Fig. 1: run 1, cell sizes after repair
(1.5 px per µm)
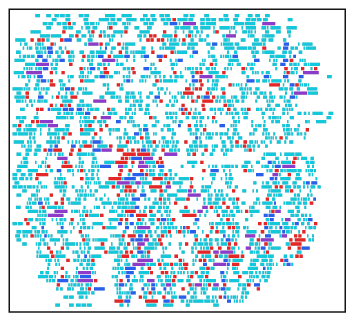
Fig. 2: run 1, M1 wires
(2 px per µm) Supply wires on this layer in grey. Cells faint in the background.
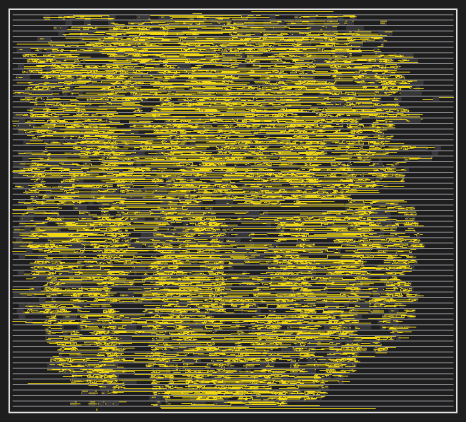
Fig. 3: run 1, placed standard cells
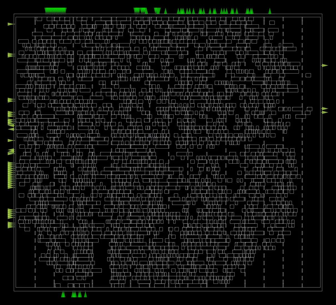
==> config.mk <==
export PLATFORM = sky130hd
export DESIGN_NAME = mdu_seq
export DESIGN_NICKNAME = d
export VERILOG_FILES = /design/src/rtl/mdu_pkg.sv /design/src/rtl/mdu_iter_step.sv /design/src/rtl/mdu_seq.sv
export SDC_FILE = /design/constraint.sdc
export NUM_CORES = 1
export LEC_CHECK = 0
export CAP_MARGIN = 25
export CORE_ASPECT_RATIO = 0.9
export CORE_MARGIN = 1
export CORE_UTILIZATION = 35
export DETAILED_ROUTE_END_ITERATION = 6
export PLACE_DENSITY = 0.51
export SLEW_MARGIN = 20
export SYNTH_ARGS = -nofsm -noshare
export SYNTH_HDL_FRONTEND = slang
export SYNTH_HIERARCHICAL = 1
export SYNTH_SLANG_ARGS = --single-unit
==> constraint.sdc <==
create_clock -name clk -period 3.35 [get_ports clk]
set_input_delay 0.5025 -clock clk [delete_from_list [all_inputs] [get_ports clk]]
set_output_delay 0.5025 -clock clk [all_outputs]
set_load 0.02 [all_outputs]
==> flow_metrics.rpt, run 1 <==
PHYSICAL IMPLEMENTATION REPORT
----------------------------------------------------
[Pwr]
  Portion of total power attributed to combinational logic ........................ 0.422
  Internal Pwr Total ........................ 4.32 mW
  P_leak ........................ 8.19 nW
  PwrDens ........................ 363 nW/µm²
  Total power draw ........................ 7.23 mW
  Part of the total power dissipated in sequential elements ........................ 0.271
  Sw Pwr ........................ 2.91 mW
  Worst ir drop on vdd ........................ 0.329 mV

[Drt]
  Number of optimization iterations in the first detailed-route pass ........................ 6
  Routed via count divided by cell count ........................ 6.15
  Detailed router's first-iteration violation count ........................ 2071

[STA]
  Fin. max-slew vios ........................ 0
  Worst slew margin relative to its limit ........................ 0.452
  Min setup slack post-route ........................ -0.112 ns
  Max Clock Skew ........................ 0.0121 ns
  Final setup fails ........................ 15
  Final clock period utilization by the worst path ........................ 1.03
  Number of failing hold endpoints at the final stage ........................ 0

[Yosys]
  # Cells Yosys ........................ 2150
  Sequential cell area fraction in the yosys report ........................ 0.184
  Synthesized Nets ........................ 2291
  Share of async-settable or async-resettable flops after synthesis ........................ 0
  Yosys Chip Area ........................ 15400 µm²

[Critical path]
  Stage delay of the slowest cell on the critical path ........................ 0.44 ns
  Crit Path Category ........................ reg2reg
  Slowest stage cell on the critical path ........................ o211ai_4
  Critical Path AT ........................ 3.83 ns
  Data required time at the worst endpoint ........................ 3.72 ns
  Worst reg2reg setup slack ........................ -0.11 ns
  Worst R2R Path Depth ........................ 16
  Critical Path Most Common Cell ........................ o211ai_4
  Critical path cell sequence ........................ buf_4 -> buf_6 -> ha_4 -> fa_2 -> nor2b_4 -> o31ai_4 -> a21o_4 -> o211ai_4 -> a31oi_4 -> o211ai_4 -> buf_12 -> mux2_4 -> nand2_2 -> o21ai_2 -> a22oi_1 -> nor2_1
  Startpoint types ........................ flip-flop
  Kind of end point of the critical path ........................ flip-flop

[Clock network]
  CTS tree ........................ yes
  Clk ins delay skew pair ........................ 0.50 ns
  Depth of the CTS H-tree ........................ 4

[Placement]
  Half-perimeter wire length of the detailed placement result ........................ 53.8 mm

[Min path]
  Type of the tightest min-delay check ........................ in2reg

[Layout]
  # fillers ........................ 4335
  Proportion of layout cells with a drive suffix above 1 ........................ 0.207
  Combinational cell area excluding buffers and inverters ........................ 12000 µm²
  Max reg flops ........................ 64
  Final standard cell area without fillers ........................ 20000 µm²
  Final net count ........................ 2543

[Floorplanning]
  Number of ports placed on the die boundary ........................ 104
  Core footprint ........................ 43200 µm²

[Run status]
  Run status ........................ complete, but fails checks
  Failing checks ........................ setup timing

[Job]
  Count of warning messages emitted by the tools ........................ 27

----------------------------------------------------
Back to the opening pictures, Fig. 1:
legend:
  purple:
    size: drive 6 and up
    cells: 52
    share: 2.2%
  blue:
    size: drive 2
    cells: 136
    share: 5.6%
  cyan:
    size: drive 1 or less
    cells: 1914
    share: 79%
  red:
    size: drive 3 to 4
    cells: 313
    share: 13%
layout overhead on the synthesized area: 29.7%
Repair and plain buffers: 406

Back to the opening pictures, Fig. 2:
wire length on this layer: 32.9 mm
longest straight run: 107 µm
nets with wire on the layer: 2405
number of vias after detailed routing: 18300
routed wire length: 70.4 mm
met1 routing resource usage after global routing: 0.448

Back to the opening pictures, Fig. 3:
Cell Count, Final, Fillers Out: 2970
flop share of the area: 0.142
count of inserted tapcells: 555

## run 1: cell families after synthesis
kind of cell | count (synthesis) | synth area share
adders and majority gates | 102 | 0.0789
muxes | 55 | 0.0386
DFF | 141 | 0.184
AOI/OAI and AO/OA | 683 | 0.306
and+or+nand+nor | 817 | 0.261
xor gates and xnor gates | 121 | 0.0689
buffers and inverters | 231 | 0.0634
## run 1: worst max-delay path: cells and delay by family, from the launching register on
kind                     cells  cell delay (ns)
AND-OR/OR-AND                7             1.41
flip-flops                   1             0.33
multiplexers                 1             0.31
AND/OR/NAND/NOR              3             0.29
buffers and inverters        3             0.44
adder cells (fa/ha/maj)      2             0.54
## run 1: through the flow
stage                     setup WS, ns  TNS [ns]  cells
after floorplan                 0.0287         0   2150
after global placement          -0.733    -18.42   2913
after detailed placement        -0.738    -19.08   2913
after CTS                       0.0186         0   2949
after global routing            -0.224     -4.06   2970
final                           -0.112    -0.692   2970
## run 1: cell usage after synthesis (all sizes together), types with 23 or more instances
library cell  count  share of area
nand4            29          0.012
dfxtp           141           0.18
ha               69          0.056
maj3             31          0.020
o211ai           24          0.014
nor4             48          0.024
nor2            276          0.068
o31ai            32          0.016
mux2             35          0.026
inv              56          0.014
xor2             62          0.035
a21oi           166          0.056
o21ai           120          0.040
nor3             91          0.030
a31oi            23          0.010
clkbuf          129          0.031
a211oi           31          0.016
nand2           167          0.041
buf              44          0.018
a21o             45          0.022
xnor2            59          0.034
a22oi            76          0.037
and2             38          0.015
nand3            46          0.015
## run 1: power groups by stage
stage               combinational, mW  sequential, mW  clock (mW)
finish                           3.05            1.96        2.22
global route                     3.26            1.97        2.31
CTS                              2.86            1.95        2.26
detailed placement               2.84            1.99           0
global placement                 2.82            1.99           0
floorplan                        1.73            1.94           0
## run 1: layout make-up
cell class,instances,area share
well taps,555,0.0348
flip-flops and latches,141,0.142
multi-input cells,1778,0.603
inverters,58,0.0109
clock buffers,19,0.0217
clock inverters,13,0.0108
repair buffers,406,0.177
## run 1: repair_timing
action / in CTS / in global routing
gates resized: 11 / 100
pin swaps: 11 / 48
endpoints found under the setup margin: 38 / 34
setup buffers: 4 / 17
gates cloned: 0 / 4
## run 1: routing by layer
| layer | vias to the layer above | global-route usage | share of wire |
|---|---|---|---|
| li1 | 8496 | - | - |
| met1 | 8788 | 0.448 | 0.47 |
| met2 | 904 | 0.425 | 0.41 |
| met3 | 81 | 0.0818 | 0.10 |
| met4 | 0 | 0.0985 | 0.023 |
| met5 | - | 0 | 0 |
Fig. 4: run 1, local utilization
(1.5 px per µm) The die is cut into 22 by 20 equal tiles; dark blue is low, red is high, 0 to 100% covered.
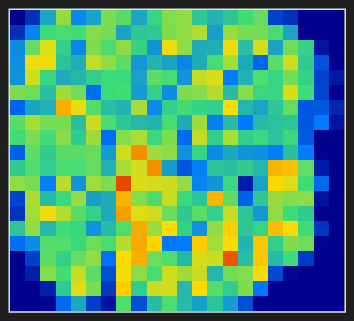

## Run 2: what changed since run 1
Settings changed: SKIP_CTS_REPAIR_TIMING from default to 1.
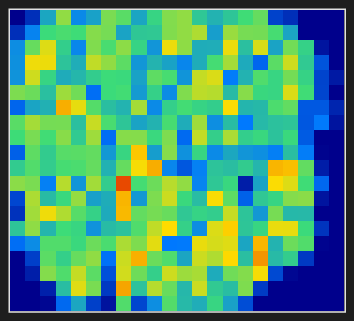
Fig. 5. Local utilization (run 2).
(1.5 px per µm) The die is cut into 22 by 20 equal tiles; dark blue is low, red is high, 0 to 100% covered.
mean over tiles: 42%
densest ninth of the die: south
tiles over 75% full: 3.4%
emptiest ninth of the die: south-east
fullest tile: 92%
effective utilization at floorplan: 0.356
core footprint: 43200 µm²

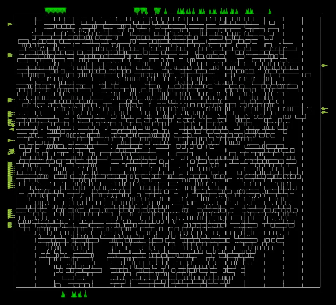
Fig. 6. Placed standard cells (run 2).
final cell utilization of the core: 0.454
# fillers: 4380

==> run 2 against run 1 <==
  * The flow still finishes with violations (setup timing)
  * Power decreased by 0.68%
  * Non-clock buffer count down 12
  * Setup slack better by 0.055 ns
  * Die area is the same
  * Critical endpoint is now result[30]$_SDFFE_PP0P_
==> flow_metrics.rpt, run 2 <==
PHYSICAL IMPLEMENTATION REPORT
----------------------------------------------------
[Critical path]
  Worst path depth ........................ 10 (-6)
  Data required time at the worst endpoint ........................ 3.70 ns (-0.02 ns)
  Startpoint types ........................ input port
  Crit path buffers/inverters ........................ 4 (+1)
  Worst R2R Path Depth ........................ 14 (-2)
  Top Family by Delay on Critical Path ........................ simple AND/OR/NAND/NOR gates
  Critical Path Most Common Cell ........................ buf_4
  Critical Path AT ........................ 3.76 ns (-0.07 ns)
  Slowest stage cell on the critical path ........................ clkdlybuf4s50_1

[Pwr]
  Worst ir drop on vdd ........................ 0.329 mV (about the same)
  PwrDens ........................ 367 nW/µm² (+1.2%)
  P_leak ........................ 8.10 nW (-1.0%)

[STA]
  Final clock period utilization by the worst path ........................ 1.02 (-0.0164)
  Final setup fails ........................ 2 (-13)
  Worst slew margin relative to its limit ........................ 0.463 (+0.0107)
  Setup TNS after final layout ........................ -0.0777 ns (+0.614 ns)
  Max Clock Skew ........................ 0.0117 ns (-0.000412 ns)
  Number of failing hold endpoints at the final stage ........................ 0 (unchanged)
  Min setup slack post-route ........................ -0.0572 ns (+0.0550 ns)

[Layout]
  Final standard cell area without fillers ........................ 19600 µm² (-1.8%)
  Combinational cell area excluding buffers and inverters ........................ 11900 µm² (-1.4%)
  Final net count ........................ 2531 (-0.47%)

[Floorplanning]
  Number of ports placed on the die boundary ........................ 104 (unchanged)

[Min path]
  Type of the tightest min-delay check ........................ in2reg

[Yosys]
  Yosys aoi share ........................ 0.306 (unchanged)
  Most instantiated cells after synthesis ........................ 275 x nor2_1, 166 x nand2_1, 156 x a21oi_1, 141 x dfxtp_1, 129 x clkbuf_1
  Most numerous cell in the Yosys netlist ........................ nor2_1
  Main area contributors ........................ dfxtp_1 18%, nor2_1 6.7%, ha_1 5.6%
  Area fraction in xor and xnor cells ........................ 0.0689 (unchanged)
  Synthesized Nets ........................ 2291 (unchanged)
  Area share of fa/ha/maj cells after synthesis ........................ 0.0789 (unchanged)
  Share of async-settable or async-resettable flops after synthesis ........................ 0 (unchanged)
  Multiplexer share of the synthesized area ........................ 0.0386 (unchanged)
  Top-area cell share ........................ 0.184 (unchanged)
  Sequential cell area fraction in the yosys report ........................ 0.184 (unchanged)
  Share of synthesized cell area in and, or, nand and nor gates ........................ 0.261 (unchanged)
  Cell type contributing the most total cell area after synthesis ........................ dfxtp_1

[Run status]
  Run status ........................ complete, but fails checks
  Failing checks ........................ setup timing

[Drt]
  Number of optimization iterations in the first detailed-route pass ........................ 6 (unchanged)
  Detailed router's first-iteration violation count ........................ 2219 (+7.1%)

----------------------------------------------------
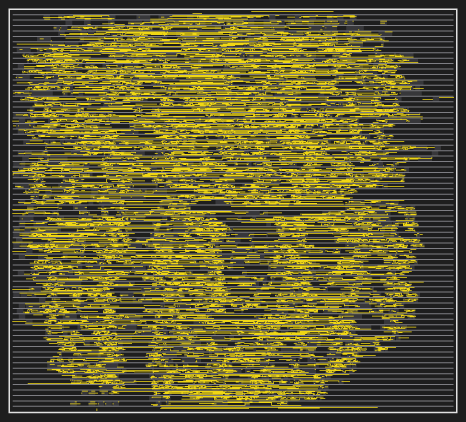
Fig. 7. M1 wires (run 2).
(2 px per µm) Supply wires on this layer in grey. Cells faint in the background.
nets with wire on the layer: 2404
wire length on this layer: 33.0 mm
longest straight run: 108 µm
share of all routed wire: 47%
main direction: horizontal
routed wire length: 70.0 mm
number of vias after detailed routing: 18100
met1 routing resource usage after global routing: 0.448

-- run 2: cell counts after synthesis --
No cell type changed its count.
-- run 2: power breakdown --
part           total [mW]  internal, mW  switching [mW]  leakage, nW
Clock                2.22          1.32           0.895        0.306
Combinational        3.01          1.18            1.83         6.64
Sequential           1.96          1.79           0.171         1.15
-- run 2: area by class of cell --
| cell class | instances | area share |
|---|---|---|
| Inverter | 58 | 0.0111 |
| Clock buffer | 19 | 0.0221 |
| Timing Repair Buffer | 394 | 0.170 |
| Sequential cell | 141 | 0.145 |
| Clock inverter | 13 | 0.0110 |
| Tap cell | 555 | 0.0355 |
| Multi-Input combinational cell | 1778 | 0.605 |
-- run 2: cell families after synthesis --
family	count (synthesis)
AND-OR/OR-AND	683
adder cells (fa/ha/maj)	102
multiplexers	55
AND/OR/NAND/NOR	817
buffers and inverters	231
flip-flops	141
XOR/XNOR	121
-- run 2: worst register-to-register path, cell delays in order (launching register included) --
cell and delay (ns):
dfxtp_2 0.33, and2_4 0.15, ha_2 0.20, fa_2 0.43, a211oi_4 0.26, o21a_1 0.18
o21bai_2 0.11, a2111oi_4 0.41, nor3_2 0.12, o41ai_2 0.34, nor2_1 0.10, a2111oi_2 0.24
a21oi_1 0.08, a22oi_1 0.19, nor2_1 0.05
-- run 2: metrics by stage --
step | instances | worst slack [ns]
2_1_floorplan | 2150 | 0.0287
3_3_place_gp | 2913 | -0.733
3_5_place_dp | 2913 | -0.738
4_1_cts | 2945 | -0.221
5_1_grt | 2958 | -0.109
6_report | 2958 | -0.0572
-- run 2: layer usage --
layer / part of all wire / global-route usage / up-vias / routed length [µm]
met5: 0 / 0 / - / 0
met4: 0.024 / 0.0941 / 0 / 1660
met3: 0.10 / 0.0858 / 98 / 7020
met2: 0.40 / 0.423 / 880 / 28300
met1: 0.47 / 0.448 / 8626 / 33000
li1: - / - / 8459 / -
Power and IR drop assume default switching activity.
